<file path="src/rtl/sorter_pkg.sv">
// Shared sorter types: element/set widths, lane indexing, pad value.
// Used by the set packer, its interface and the sorter core.
package sorter_pkg;

  localparam int ELEM_W = 8;
  localparam int N_ELEM = 9;
  localparam int SET_W  = N_ELEM * ELEM_W;
  localparam int CNT_W  = $clog2(N_ELEM);

  typedef logic [ELEM_W-1:0] elem_t;
  typedef logic [SET_W-1:0]  set_t;
  typedef logic [CNT_W-1:0]  cnt_t;

  localparam elem_t PAD_VAL = {ELEM_W{1'b1}};

  // MSB of lane k; lane 0 is the top byte of the set word
  function automatic int lane_msb(int k);
    return SET_W - 1 - k * ELEM_W;
  endfunction

endpackage

</file>
<file path="src/rtl/sort_set_packer_if.sv">
// Byte-in / set-out bundle of the sorter set packer.
// PACK_PAD_EN adds lastIn (short-set terminator, qualified by validIn).
interface sort_set_packer_if;

  logic [sorter_pkg::ELEM_W-1:0] dataIn;
  logic                          validIn;
  logic                          readyOut;
  logic                          flush;
  logic [sorter_pkg::SET_W-1:0]  setOut;
  logic                          setValid;
  logic                          setReady;
`ifdef PACK_PAD_EN
  logic                          lastIn;

  modport master (
    output dataIn, validIn, flush, setReady, lastIn,
    input  readyOut, setOut, setValid
  );
  modport slave (
    input  dataIn, validIn, flush, setReady, lastIn,
    output readyOut, setOut, setValid
  );
`else
  modport master (
    output dataIn, validIn, flush, setReady,
    input  readyOut, setOut, setValid
  );
  modport slave (
    input  dataIn, validIn, flush, setReady,
    output readyOut, setOut, setValid
  );
`endif

endinterface

</file>
<file path="src/rtl/sort_set_outreg.sv">
// Set holding register with valid/ready hand-off from an upstream
// buffer. Ports: din/din_valid/din_take upstream, dout/dout_valid/dout_ready down.
module sort_set_outreg
  import sorter_pkg::*;
(
  input  logic clk,
  input  logic rst,
  input  set_t din,
  input  logic din_valid,
  output logic din_take,
  output set_t dout,
  output logic dout_valid,
  input  logic dout_ready
);

  // Load when empty or when the held set leaves this same cycle
  assign din_take = din_valid & (~dout_valid | dout_ready);

  always_ff @(posedge clk) begin
    if (rst) begin
      dout       <= '0;
      dout_valid <= 1'b0;
    end else if (din_take) begin
      dout       <= din;
      dout_valid <= 1'b1;
    end else if (dout_valid & dout_ready) begin
      dout_valid <= 1'b0;
    end
  end

endmodule

</file>
<file path="src/rtl/sort_set_packer.sv">
// Packs a byte stream into N_ELEM-lane sets for the sorter, first byte
// in the MSB lane. Ports: clk, rst (sync, high), bus (slave). Macro: PACK_PAD_EN.
module sort_set_packer
  import sorter_pkg::*;
(
  input  logic                clk,
  input  logic                rst,
  sort_set_packer_if.slave    bus
);

  cnt_t cnt;
  logic asm_full;
  set_t asm_q;
  logic take;
  logic acc;
  logic fin;

  // Ready depends only on registered state, never on setReady
  assign bus.readyOut = ~asm_full & ~rst;
  assign acc = bus.validIn & bus.readyOut;

`ifdef PACK_PAD_EN
  assign fin = (cnt == cnt_t'(N_ELEM - 1)) | bus.lastIn;
`else
  assign fin = (cnt == cnt_t'(N_ELEM - 1));
`endif

  always_ff @(posedge clk) begin
    if (rst) begin
      cnt      <= '0;
      asm_full <= 1'b0;
    end else begin
      if (take)
        asm_full <= 1'b0;
      // flush drops any byte accepted in the same cycle
      if (bus.flush) begin
        cnt <= '0;
      end else if (acc) begin
        for (int j = 0; j < N_ELEM; j++) begin
          if (cnt_t'(j) == cnt)
            asm_q[lane_msb(j) -: ELEM_W] <= bus.dataIn;
`ifdef PACK_PAD_EN
          else if (bus.lastIn && (cnt_t'(j) > cnt))
            asm_q[lane_msb(j) -: ELEM_W] <= PAD_VAL;
`endif
        end
        if (fin) begin
          cnt      <= '0;
          asm_full <= 1'b1;
        end else begin
          cnt <= cnt + 1'b1;
        end
      end
    end
  end

  sort_set_outreg u_outreg (
    .clk        (clk),
    .rst        (rst),
    .din        (asm_q),
    .din_valid  (asm_full),
    .din_take   (take),
    .dout       (bus.setOut),
    .dout_valid (bus.setValid),
    .dout_ready (bus.setReady)
  );

endmodule
</file>
<file path="src/flat_wrapper.sv">
// flat-port wrapper written by rule: the top's interface ports become plain ports
module sort_set_packer_flat import sorter_pkg::*;
  (clk, rst, bus_dataIn, bus_validIn, bus_flush, bus_setReady, bus_readyOut, bus_setOut, bus_setValid);
  sort_set_packer_if bus_i ();
  input  logic clk;
  input  logic rst;
  input wire logic [$bits(bus_i.dataIn)-1:0] bus_dataIn;
  input wire logic [$bits(bus_i.validIn)-1:0] bus_validIn;
  input wire logic [$bits(bus_i.flush)-1:0] bus_flush;
  input wire logic [$bits(bus_i.setReady)-1:0] bus_setReady;
  output wire logic [$bits(bus_i.readyOut)-1:0] bus_readyOut;
  output wire logic [$bits(bus_i.setOut)-1:0] bus_setOut;
  output wire logic [$bits(bus_i.setValid)-1:0] bus_setValid;
  assign bus_i.dataIn = bus_dataIn;
  assign bus_i.validIn = bus_validIn;
  assign bus_i.flush = bus_flush;
  assign bus_i.setReady = bus_setReady;
  assign bus_readyOut = bus_i.readyOut;
  assign bus_setOut = bus_i.setOut;
  assign bus_setValid = bus_i.setValid;
  sort_set_packer u_core (.clk(clk), .rst(rst), .bus(bus_i));
endmodule
</file>
<file path="config.mk">
export PLATFORM = sky130hd
export DESIGN_NAME = sort_set_packer_flat
export DESIGN_NICKNAME = d
export VERILOG_FILES = /design/src/rtl/sorter_pkg.sv /design/src/rtl/sort_set_packer_if.sv /design/src/rtl/sort_set_outreg.sv /design/src/rtl/sort_set_packer.sv /design/src/flat_wrapper.sv
export SDC_FILE = /design/constraint.sdc
export NUM_CORES = 1
export LEC_CHECK = 0
export ABC_AREA = 1
export CAP_MARGIN = 15
export CORE_MARGIN = 2
export CORE_UTILIZATION = 46
export CTS_BUF_LIST = sky130_fd_sc_hd__clkbuf_4
export CTS_CLUSTER_SIZE = 20
export DETAILED_ROUTE_END_ITERATION = 10
export DONT_BUFFER_PORTS = 1
export GPL_ROUTABILITY_DRIVEN = 0
export PLACE_DENSITY = 0.58
export SYNTH_ARGS = -nofsm -noshare
export SYNTH_HDL_FRONTEND = slang
export SYNTH_SLANG_ARGS = --single-unit
</file>
<file path="constraint.sdc">
create_clock -name clk -period 3.45 [get_ports clk]
set_input_delay 0.8625 -clock clk [delete_from_list [all_inputs] [get_ports clk]]
set_output_delay 0.8625 -clock clk [all_outputs]
set_load 0.05 [all_outputs]
</file>
**Clock wiring as the flow saved it**

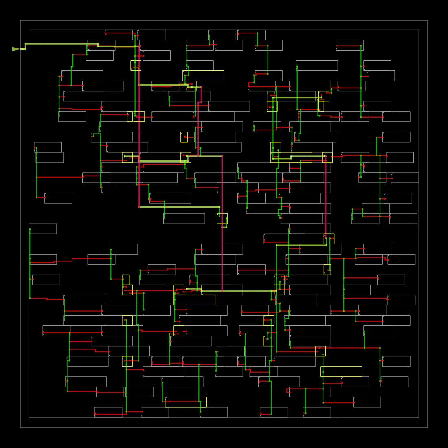
clk_lat worst skew: 0.52 ns
clock-net power: 1240 µW
Seq cells: 150
Clock Skew: 0.01335 ns

**Clock distribution**

Scale: 6 px per µm.
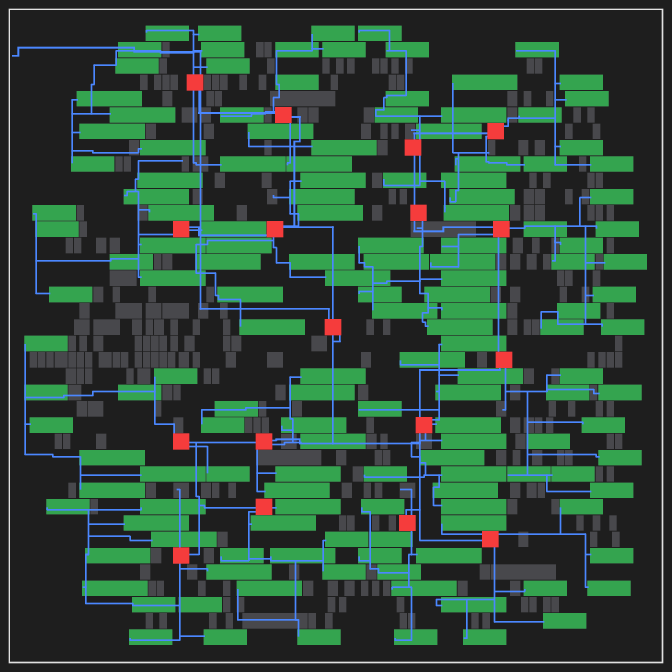
- red: clock-net drivers (count 17)
- blue: clock wires (length 1630 µm)
- green: flip-flops (count 150)
- flops lie: spread over the die
- routed clock nets: 18

==> sequential cells by signal (all words and copies together) (netlist names) <==
signal / flops
u_core.asm_full: 1
u_core.asm_q: 72
u_core.cnt: 4
u_core.u_outreg.dout: 72
u_core.u_outreg.dout_valid: 1
==> worst max-delay path by stage <==
stage	start	end	slack [ns]	cells after the start
2_1_floorplan	rst	u_core.asm_q[10]$_DFFE_PP_	0.89	3
3_3_place_gp	rst	u_core.asm_q[14]$_DFFE_PP_	1.05	4
3_5_place_dp	rst	u_core.asm_q[66]$_DFFE_PP_	1.05	5
4_1_cts	u_core.asm_full$_SDFF_PP0_	bus_readyOut	1.12	1
5_1_grt	u_core.asm_full$_SDFF_PP0_	bus_readyOut	1.09	1
6_report	u_core.asm_full$_SDFF_PP0_	bus_readyOut	1.17	1
==> power by group through the flow <==
stage	Combinational, µW	Clock, µW	Sequential, µW
finish	48.6	1240	1870
global route	56.5	1350	1870
CTS	49.8	1270	1870
detailed placement	49.4	0	1910
global placement	48.5	0	1910
floorplan	39.3	0	1910
==> cells in the mapped netlist <==
cell type	n	share of area [%]
nor3_1	2	0.20
nand2_1	14	1.0
inv_2	1	0.074
o21bai_1	1	0.15
clkbuf_2	1	0.099
nor2_1	156	12
a21oi_1	2	0.20
o22ai_1	1	0.12
o21ai_0	46	4.6
nor2_2	1	0.12
buf_4	4	0.60
nand2_2	1	0.12
nand4_1	1	0.12
edfxtp_1	72	43
nand3_1	7	0.70
buf_6	1	0.22
ha_1	4	0.99
dfxtp_1	78	31
clkinv_2	1	0.099
o21ai_1	28	2.8
buf_2	7	0.70
inv_1	11	0.82
clkbuf_1	9	0.67
==> metal layers <==
metal,up-vias,GRT usage [%],share of wire [%]
li1,1513,-,-
met1,1443,22.61,44
met2,93,27.05,46
met3,16,6.515,7.1
met4,0,8.516,2.2
met5,-,0,0
==> cell type report <==
cell class / instances / area [µm²] / area share (%)
inverters: 13 / 50.05 / 0.9141
clock buffers: 20 / 150.1 / 2.742
flip-flops and latches: 150 / 3724 / 68.01
multi-input cells: 264 / 1146 / 20.93
well taps: 140 / 175.2 / 3.199
repair buffers: 6 / 45.04 / 0.8227
clock inverters: 12 / 185.2 / 3.382
==> cell families (layout without fill, tap and decap cells) <==
logic type / count (synthesis) / in the layout / synth area share, %
DFF: 150 / 150 / 73.96
AOI/OAI and AO/OA: 78 / 78 / 7.828
buffers and inverters: 35 / 51 / 3.280
and+or+nand+nor: 182 / 182 / 13.94
adders and majority gates: 4 / 4 / 0.9941
==> stage by stage <==
step	setup slack [ns]	power, µW	util, %	hold slack (ns)
after floorplan	0.8883	1945	-	0.4571
after global placement	1.049	1955	47.83	0.4697
after detailed placement	1.049	1956	47.83	0.4732
after CTS	1.115	3185	50.95	0.3691
after global routing	1.091	3272	50.95	0.3541
final	1.171	3154	50.95	0.4230
==> impl_metrics.ini <==
; physical design summary
[outcome]
status = complete, no violations

[final_timing]
finalClockPeriodUsage_pct = 66.05
setup_viol = 0
tns_ns = 0
hold_viol = 0
slew_violations = 0
timing.fmax_mhz = 438.8
fin_crit_ns = 2.279

[cts]
post-cts-setup-buffers = 0
path_clk_slew_ns = 0.12
post_cts_resized = 0
numCtsBuffers = 17
clock-sinks = 150
clockBufferDepth = 2
cts_hold_buf = 0
clk_root_buffer_cell = clkbuf_4

[pwr]
power_frac_comb_pct = 1.5
p_seq_share_pct = 59.2
p_leak_uw = 0.001876
ir_drop_mv = 0.2303
switching_share_pct = 19.43
clkPwrFrac_pct = 39.3
power_density_nw_per_um2 = 576.0
netSwitchingPower_uw = 612.7

[synth]
syn_nets = 466
ys_types = 23
netlist_area_um2 = 5035
syn_area_per_cell_um2 = 11.21
synth_seq_share_pct = 73.96
ys_ff = 150

[placed_design]
io_buffers = 0
dp_hpwl_mm = 6.221
dpl.cell_count = 573

[critical_path]
reg2regPathDepth = 6
crit_buf_inv = 0
worstPathArrival_ns = 1.42
r2r_start = u_core.u_outreg.dout_valid$_SDFFE_PP0P_
cpPeakStageDelay_ns = 0.54
crit_family = simple AND/OR/NAND/NOR gates
cp_max_fo = 4
required_ns = 2.59
path_cells = nor2_2
critPathCaptureType = output pin

[worst_hold_path]
min-delay-start = bus_dataIn[5]
whs_endpoint = u_core.asm_q[61]$_DFFE_PP_
hold_class = in2reg
hold_depth = 0

[floorplan]
die-area_um2 = 11800
design.core.area_um2 = 10750
initCoreUtil_pct = 46.86
die_height_um = 108.6
io_pins = 87

[cells_and_area]
instances_no_fill = 605
fillerInstances = 997
n_antenna_cell = 0
nets = 469
layout-drive-gt1-share_pct = 8.602
final_layout_top_logic_cells = 156 x nor2_1, 78 x dfxtp_1, 72 x edfxtp_1, 46 x o21ai_0, 28 x o21ai_1
lay_top_count = nor2_1

[flow_run]
warning_count = 29
maxCapViolations = 0

[route]
firstDrtPassIters = 6
viasPerCell = 5.066
wl_mm = 9.946
vias = 3065
drt_iter0_markers = 236

[global_routing]
grt_max_degree = 74
grt_pass1_wl_mm = 15.35
grt_pass1_vias = 2912
track_usage_pct = 17.79
Power figures rest on the tool's default switching activity, not on a simulated workload.
